## config.mk

```make
export PLATFORM = sky130hd
export DESIGN_NAME = fir_tap_sequencer
export DESIGN_NICKNAME = d
export VERILOG_FILES = /design/src/rtl/fir_seq_pkg.sv /design/src/rtl/fir_seq_tap_cnt.sv /design/src/rtl/fir_tap_sequencer.sv
export SDC_FILE = /design/constraint.sdc
export NUM_CORES = 1
export LEC_CHECK = 0
export CORE_AREA = 8 8 45 47
export CTS_CLUSTER_DIAMETER = 150
export DETAILED_ROUTE_END_ITERATION = 16
export DIE_AREA = 0 0 53 55
export GPL_TIMING_DRIVEN = 1
export PLACE_DENSITY = 0.67
export REMOVE_ABC_BUFFERS = 1
export SYNTH_ARGS = -nofsm -noshare
export SYNTH_HDL_FRONTEND = slang
export SYNTH_SLANG_ARGS = --single-unit
```

## constraint.sdc

```tcl
create_clock -name clk -period 1.61 [get_ports clk]
set_input_delay 0.2415 -clock clk [delete_from_list [all_inputs] [get_ports clk]]
set_output_delay 0.2415 -clock clk [all_outputs]
set_load 0.01 [all_outputs]
```

## src/rtl/fir_seq_pkg.sv

```systemverilog
// Shared types and constants for the FIR tap sequencer.
// Holds the FSM state encoding and the stall counter width.
package fir_seq_pkg;

   typedef enum logic [1:0] {
      S_IDLE,
      S_MAC,
      S_DONE
   } fir_seq_state_t;

   localparam int STALL_CNT_W = 16;

endpackage

```

## src/rtl/fir_seq_tap_cnt.sv

```systemverilog
// Tap index counter for the FIR sequencer.
// Produces the tap select plus registered first/last tap flags.
module fir_seq_tap_cnt #(
   parameter int NUM_TAPS = 16,
   parameter int TAP_AW   = 4
) (
   input  logic              clk,
   input  logic              rst,
   input  logic              load,
   input  logic              step,
   output logic [TAP_AW-1:0] tap,
   output logic              first,
   output logic              last
);

   localparam logic [TAP_AW-1:0] LAST_TAP = TAP_AW'(NUM_TAPS - 1);

   logic [TAP_AW-1:0] tap_nxt;

   assign tap_nxt = tap + TAP_AW'(1);

   // Load starts at tap 0; each step advances, the final step parks at 0
   always_ff @(posedge clk or posedge rst) begin
      if (rst) begin
         tap   <= '0;
         first <= 1'b0;
         last  <= 1'b0;
      end else if (load) begin
         tap   <= '0;
         first <= 1'b1;
         last  <= (LAST_TAP == '0);
      end else if (step) begin
         if (last) begin
            tap   <= '0;
            first <= 1'b0;
            last  <= 1'b0;
         end else begin
            tap   <= tap_nxt;
            first <= 1'b0;
            last  <= (tap_nxt == LAST_TAP);
         end
      end
   end

endmodule

```

## src/rtl/fir_tap_sequencer.sv

```systemverilog
// Control FSM for one FIR channel: accept, step taps, present result.
// Optional FIR_SEQ_STALL_CNT_EN adds a saturating output stall counter.
module fir_tap_sequencer
   import fir_seq_pkg::*;
#(
   parameter int NUM_TAPS = 16,
   localparam int TAP_AW  = (NUM_TAPS > 1) ? $clog2(NUM_TAPS) : 1
) (
   input  logic                   clk,
   input  logic                   rst,
   input  logic                   in_valid,
   output logic                   in_ready,
   output logic                   shift_en,
   output logic [TAP_AW-1:0]      tap_sel,
   output logic                   mac_en,
   output logic                   mac_clr,
   output logic                   mac_last,
   output logic                   out_valid,
   input  logic                   out_ready,
   output logic                   busy
`ifdef FIR_SEQ_STALL_CNT_EN
   ,
   output logic [STALL_CNT_W-1:0] stall_cnt
`endif
);

   fir_seq_state_t state, state_n;
   logic           load, step;
   logic           first, last;

   fir_seq_tap_cnt #(
      .NUM_TAPS(NUM_TAPS),
      .TAP_AW  (TAP_AW)
   ) u_tap_cnt (
      .clk  (clk),
      .rst  (rst),
      .load (load),
      .step (step),
      .tap  (tap_sel),
      .first(first),
      .last (last)
   );

   assign mac_clr  = first;
   assign mac_last = last;
   assign in_ready = (state == S_IDLE) & ~rst;
   assign shift_en = in_valid & in_ready;

   // State register
   always_ff @(posedge clk or posedge rst) begin
      if (rst) state <= S_IDLE;
      else     state <= state_n;
   end

   // Next-state decode and counter control
   always_comb begin
      state_n = state;
      load    = 1'b0;
      step    = 1'b0;
      case (state)
         S_IDLE: begin
            if (in_valid) begin
               state_n = S_MAC;
               load    = 1'b1;
            end
         end
         S_MAC: begin
            step = 1'b1;
            if (last) state_n = S_DONE;
         end
         S_DONE: begin
            if (out_ready) state_n = S_IDLE;
         end
         default: state_n = S_IDLE;
      endcase
   end

   // Registered status outputs follow the upcoming state
   always_ff @(posedge clk or posedge rst) begin
      if (rst) begin
         mac_en    <= 1'b0;
         out_valid <= 1'b0;
         busy      <= 1'b0;
      end else begin
         mac_en    <= (state_n == S_MAC);
         out_valid <= (state_n == S_DONE);
         busy      <= (state_n != S_IDLE);
      end
   end

`ifdef FIR_SEQ_STALL_CNT_EN
   // Count cycles where a result waits on the consumer, saturating
   always_ff @(posedge clk or posedge rst) begin
      if (rst)
         stall_cnt <= '0;
      else if (out_valid && !out_ready && (stall_cnt != '1))
         stall_cnt <= stall_cnt + STALL_CNT_W'(1);
   end
`endif

endmodule

```

==> flow_metrics.env, run 1 <==
# flow metrics
export IMPL_outcome="completed"
export IMPL_endpoint="tap_sel[2]"
export IMPL_io_buffers=14
export IMPL_comb_area_share_pct=28.3
export IMPL_path_cells="clkdlybuf4s50_1"
export IMPL_min_path_type="in -> async"
export IMPL_path_buffers=1
export IMPL_setup_viol=0
export IMPL_worstMarginPinSlew_ns=0.414
export IMPL_nClkBuffers=4
export IMPL_rr_startpoint="state[1]$_DFF_PP0_"
export IMPL_clock_tree_area_fraction_pct=3.71
export IMPL_reg2reg_depth=4
export IMPL_netlist_instances=47
export IMPL_comb_area_um2=200
export IMPL_h_tree_depth=1
export IMPL_postCtsResizedCells=2
export IMPL_synthToLayoutAreaGrowth_pct=43.3
export IMPL_fin_crit_ns=1.51
export IMPL_rsz0062_at_grt="no"
export IMPL_fmax_mhz=662
export IMPL_clock_path_buffers=2
export IMPL_dp_final_hpwl_um=837
export IMPL_antenna_left=0
export IMPL_io_pins=15
export IMPL_buffers=18
run 1: logic make-up (layout without fill, tap and decap cells):
group                      Yosys count  count (layout)  share of synthesized area (%)
buffers and inverters                5              27                           3.80
adders and majority gates            2               2                           5.06
and+or+nand+nor                     18              18                           17.0
xor gates and xnor gates             2               2                           3.54
muxes                                2               2                           4.05
AOI/OAI and AO/OA                    7               7                           10.9
DFF                                 11              11                           55.7
run 1: cell usage in the layout, fill, tap and decap left out, drive strengths merged, types with 2 or more instances in the layout:
| cell type | n |
|---|---|
| clkdlybuf4s50 | 12 |
| dfrtp | 11 |
| nand2 | 9 |
| inv | 5 |
| buf | 4 |
| clkbuf | 4 |
| o21ai | 3 |
| nor2 | 3 |
| mux2i | 2 |
| ha | 2 |
| dlygate4sd2 | 2 |
run 1: where the power goes:
part	total (W)	switching, W	internal (W)	leakage, nW
clock	0.000185	0.0000893	0.0000956	0.0150
sequential	0.000462	0.0000863	0.000375	0.132
combinational	0.000576	0.000266	0.000310	0.187
run 1: synthesized netlist by cell type, drive strengths merged:
library cell  instances  area (µm²)
xnor2                 1        8.76
a21oi                 1        5.00
dfrtp                11         275
o21ai                 3        15.0
nor3                  1        5.00
mux2i                 2        20.0
a32o                  1        10.0
ha                    2        25.0
nand2                 9        36.3
o41ai                 1        16.3
and2b                 1        7.51
o21bai                1        7.51
or3                   1        6.26
nand2b                1        6.26
nand3                 1        5.00
xor2                  1        8.76
nor2                  3        11.3
and2                  1        6.26
inv                   5        18.8
run 1: layer usage:
layer	up-vias	routed length, µm	global-route usage (%)
li1	198	-	-
met1	184	458	9.76
met2	7	523	12.7
met3	2	55	1.60
met4	0	10	5.17
met5	-	0	0
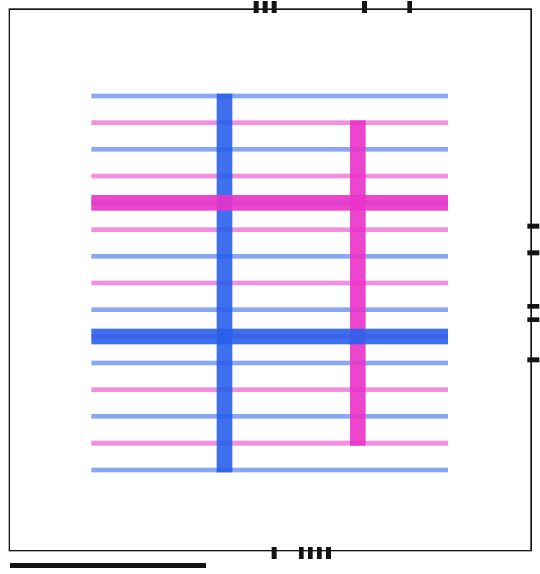
*PDN straps and rails, run 1*
The bar under the picture is 20 µm long. Pins as bars on the die edge.
net	color
VSS	blue
VDD	magenta
met1 rails	15
met4 straps	2
worst vdd ir: 684 µV
die height: 55 µm

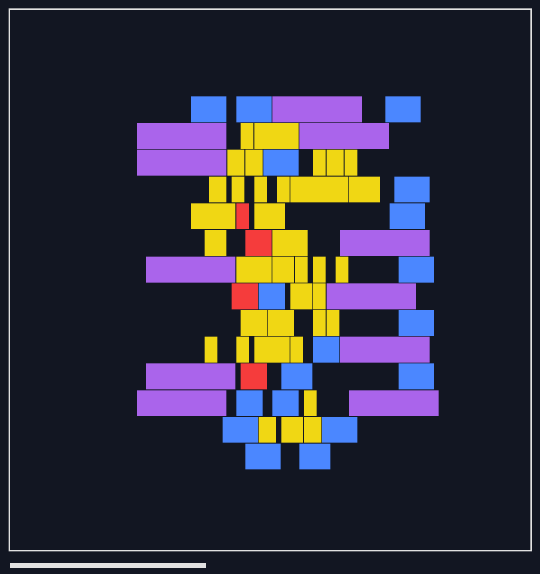
*Placed cells, one color a class, run 1*
The bar under the picture is 20 µm long.
class	color	cells
sequential cells	purple	11
combinational and other logic	yellow	36
clock drivers and dummy loads	red	4
remaining buffers and delay cells	blue	18
post-route cell area: 708 µm²
Cell Rows: 14
Seq/total area: 38.9%
Final Core Density: 51.2%

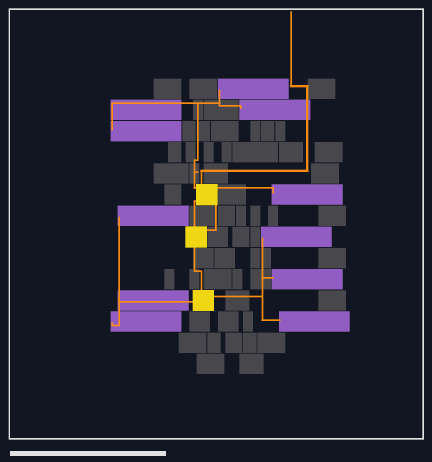
*Clock network drawn from the DEF, run 1*
The bar under the picture is 20 µm long.
[clock drivers] yellow | count: 3
[flip-flops] purple | count: 11
[clock wires] orange | length: 155 µm
routed clock nets	4
Clk pwr share: 15.1%
Clk power: 0.000185 W
Clock Skew: 0.00845 ns
clock latency on the worst-skew pair: 0.26 ns

==> run 2, diff against run 1 <==
HOLD_SLACK_MARGIN = 0.03   (was not set)
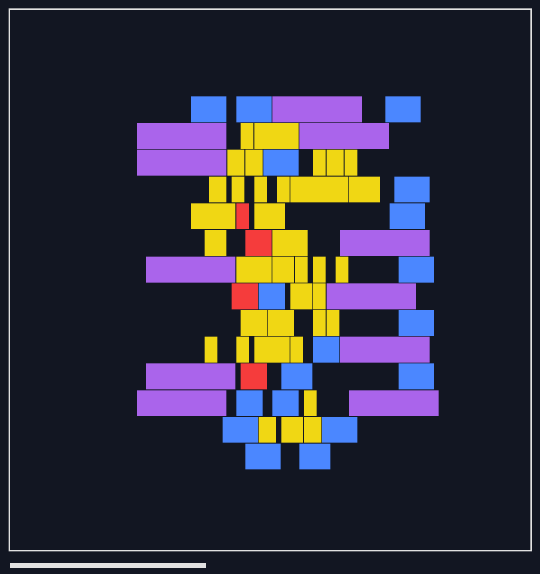
*Placed cells, one color a class, run 2*
The bar under the picture is 20 µm long.
class	color	cells
sequential cells	purple	11
combinational and other logic	yellow	36
clock drivers and dummy loads	red	4
remaining buffers and delay cells	blue	18
CORE AREA: 1380 µm²

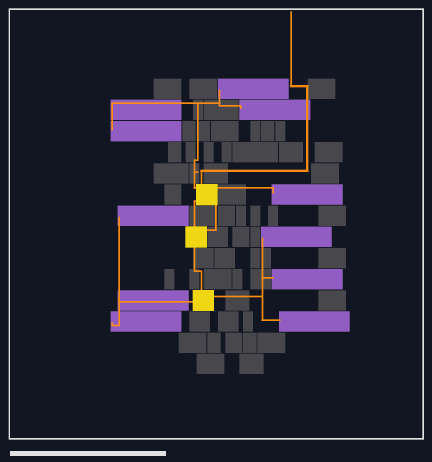
*Clock network drawn from the DEF, run 2*
The bar under the picture is 20 µm long.
[flip-flops] purple | count: 11
[clock drivers] yellow | count: 3
[clock wires] orange | length: 155 µm
routed clock nets	4

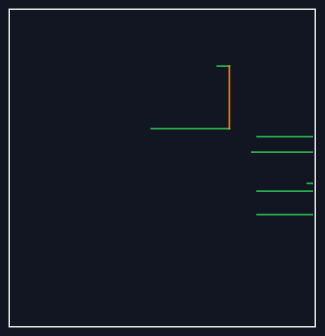
*Signal wires by layer, run 2*
Only two layers are drawn.
layer	color	wire length
metal 4	orange	10.9 µm
metal 3	green	55.8 µm

==> run 2 against run 1 <==
  * Cell area unchanged
  * Largest power group unchanged
  * Core utilization is the same
  * Via count unchanged
  * Combinational power hardly changed
  * Register-to-register slack about the same
  * Critical path depth stayed put
==> flow_metrics.env, run 2 <==
# flow metrics
export IMPL_final_cell_mix="clkdlybuf4s50_1, dfrtp_1, nand2_1"
export IMPL_edf_count=0
export IMPL_ys_sh_mux_pct=4.05
export IMPL_area_leaders="dfrtp_1, nand2_1, ha_1, mux2i_1, inv_1"
export IMPL_worstMarginPinSlew_ns=0.414
export IMPL_num_rows=14
export IMPL_ys_sh_xor_pct=3.54
export IMPL_io_pins=15
export IMPL_top_cells_by_count="dfrtp_1, nand2_1, inv_1"
export IMPL_synthToLayoutAreaGrowth_pct=43.3
export IMPL_setup_viol=0
export IMPL_top_area_share_pct=55.7
export IMPL_synth_compound_area_share_pct=10.9
export IMPL_path_cells="clkdlybuf4s50_1"
export IMPL_reg2reg_depth=4
export IMPL_io_buffers=14
export IMPL_most_common_cell="dfrtp_1"
export IMPL_synthAdderAreaFrac_pct=5.06
export IMPL_postLayoutCoreUtil_pct=51.2
export IMPL_synthFlopType="dfrtp_1"
export IMPL_vias=391
export IMPL_h_tree_depth=1
export IMPL_outcome="completed"
export IMPL_fmax_mhz=662
export IMPL_async_reset_ff_share_pct=100
export IMPL_ys_top_logic_family="simple AND/OR/NAND/NOR gates"
export IMPL_ir_worst_vdd_uv=684
export IMPL_rr_startpoint="state[1]$_DFF_PP0_"
export IMPL_clock_path_buffers=2
export IMPL_grt_pass1_vias=395
export IMPL_dp_final_hpwl_um=837
export IMPL_cp_max_fo=5
export IMPL_rsz0062_at_grt="no"
export IMPL_postCtsResizedCells=2
export IMPL_largest_area_cell="dfrtp_1"
export IMPL_design_area_um2=708
export IMPL_detailedRoute_firstPassIterationCount=4
export IMPL_layout_top_cell="clkdlybuf4s50_1"
export IMPL_netlist_instances=47
export IMPL_pre_cts_slack_ns=-0.157
export IMPL_finClkSkew_ns=0.00845
-- run 2: cell counts in the layout (fill, tap and decap cells not counted) --
No cell type changed its count.
-- run 2: stage by stage --
| stage | hold WS, ns | TNS, ns |
|---|---|---|
| after floorplan | 0.0939 | 0 |
| after global placement | 0.501 | -0.152 |
| after detailed placement | 0.499 | -0.193 |
| after CTS | 0.311 | 0 |
| after global routing | 0.352 | 0 |
| final | 0.294 | 0 |
-- run 2: layer usage --
| layer | up-vias | wire length (µm) | share of wire [%] | global-route usage [%] |
|---|---|---|---|---|
| met5 | - | 0 | 0 | 0 |
| met4 | 0 | 10 | 0.95 | 5.17 |
| met3 | 2 | 55 | 5.2 | 1.60 |
| met2 | 7 | 523 | 50 | 12.7 |
| met1 | 184 | 458 | 44 | 9.76 |
| li1 | 198 | - | - | - |
-- run 2: final cells by class --
cell class | instances | area, µm²
fillers | 141 | 676
flip-flops and latches | 11 | 275
multi-input cells | 31 | 200
repair buffers | 18 | 168
clock buffers | 4 | 26.3
well taps | 16 | 20.0
inverters | 5 | 18.8
-- run 2: path summary, 6_finish.rpt --
check                                               end  slack [ns]
max                                          tap_sel[2]         0.1
min in group clk            u_tap_cnt.first$_DFFE_PP0P_        0.52
min                                      busy$_DFF_PP0_        0.29
max reg2reg                  u_tap_cnt.last$_DFFE_PP0P_        0.34
min reg2reg                 u_tap_cnt.first$_DFFE_PP0P_        0.52
max in group asynchronous  u_tap_cnt.tap[2]$_DFFE_PP0P_        1.02
-- run 2: report_power, final --
group	leakage [nW]	internal, W	switching, W
combinational	0.187	0.000310	0.000266
clock	0.0150	0.0000956	0.0000893
sequential	0.132	0.000375	0.0000863
Power and IR drop assume default switching activity.
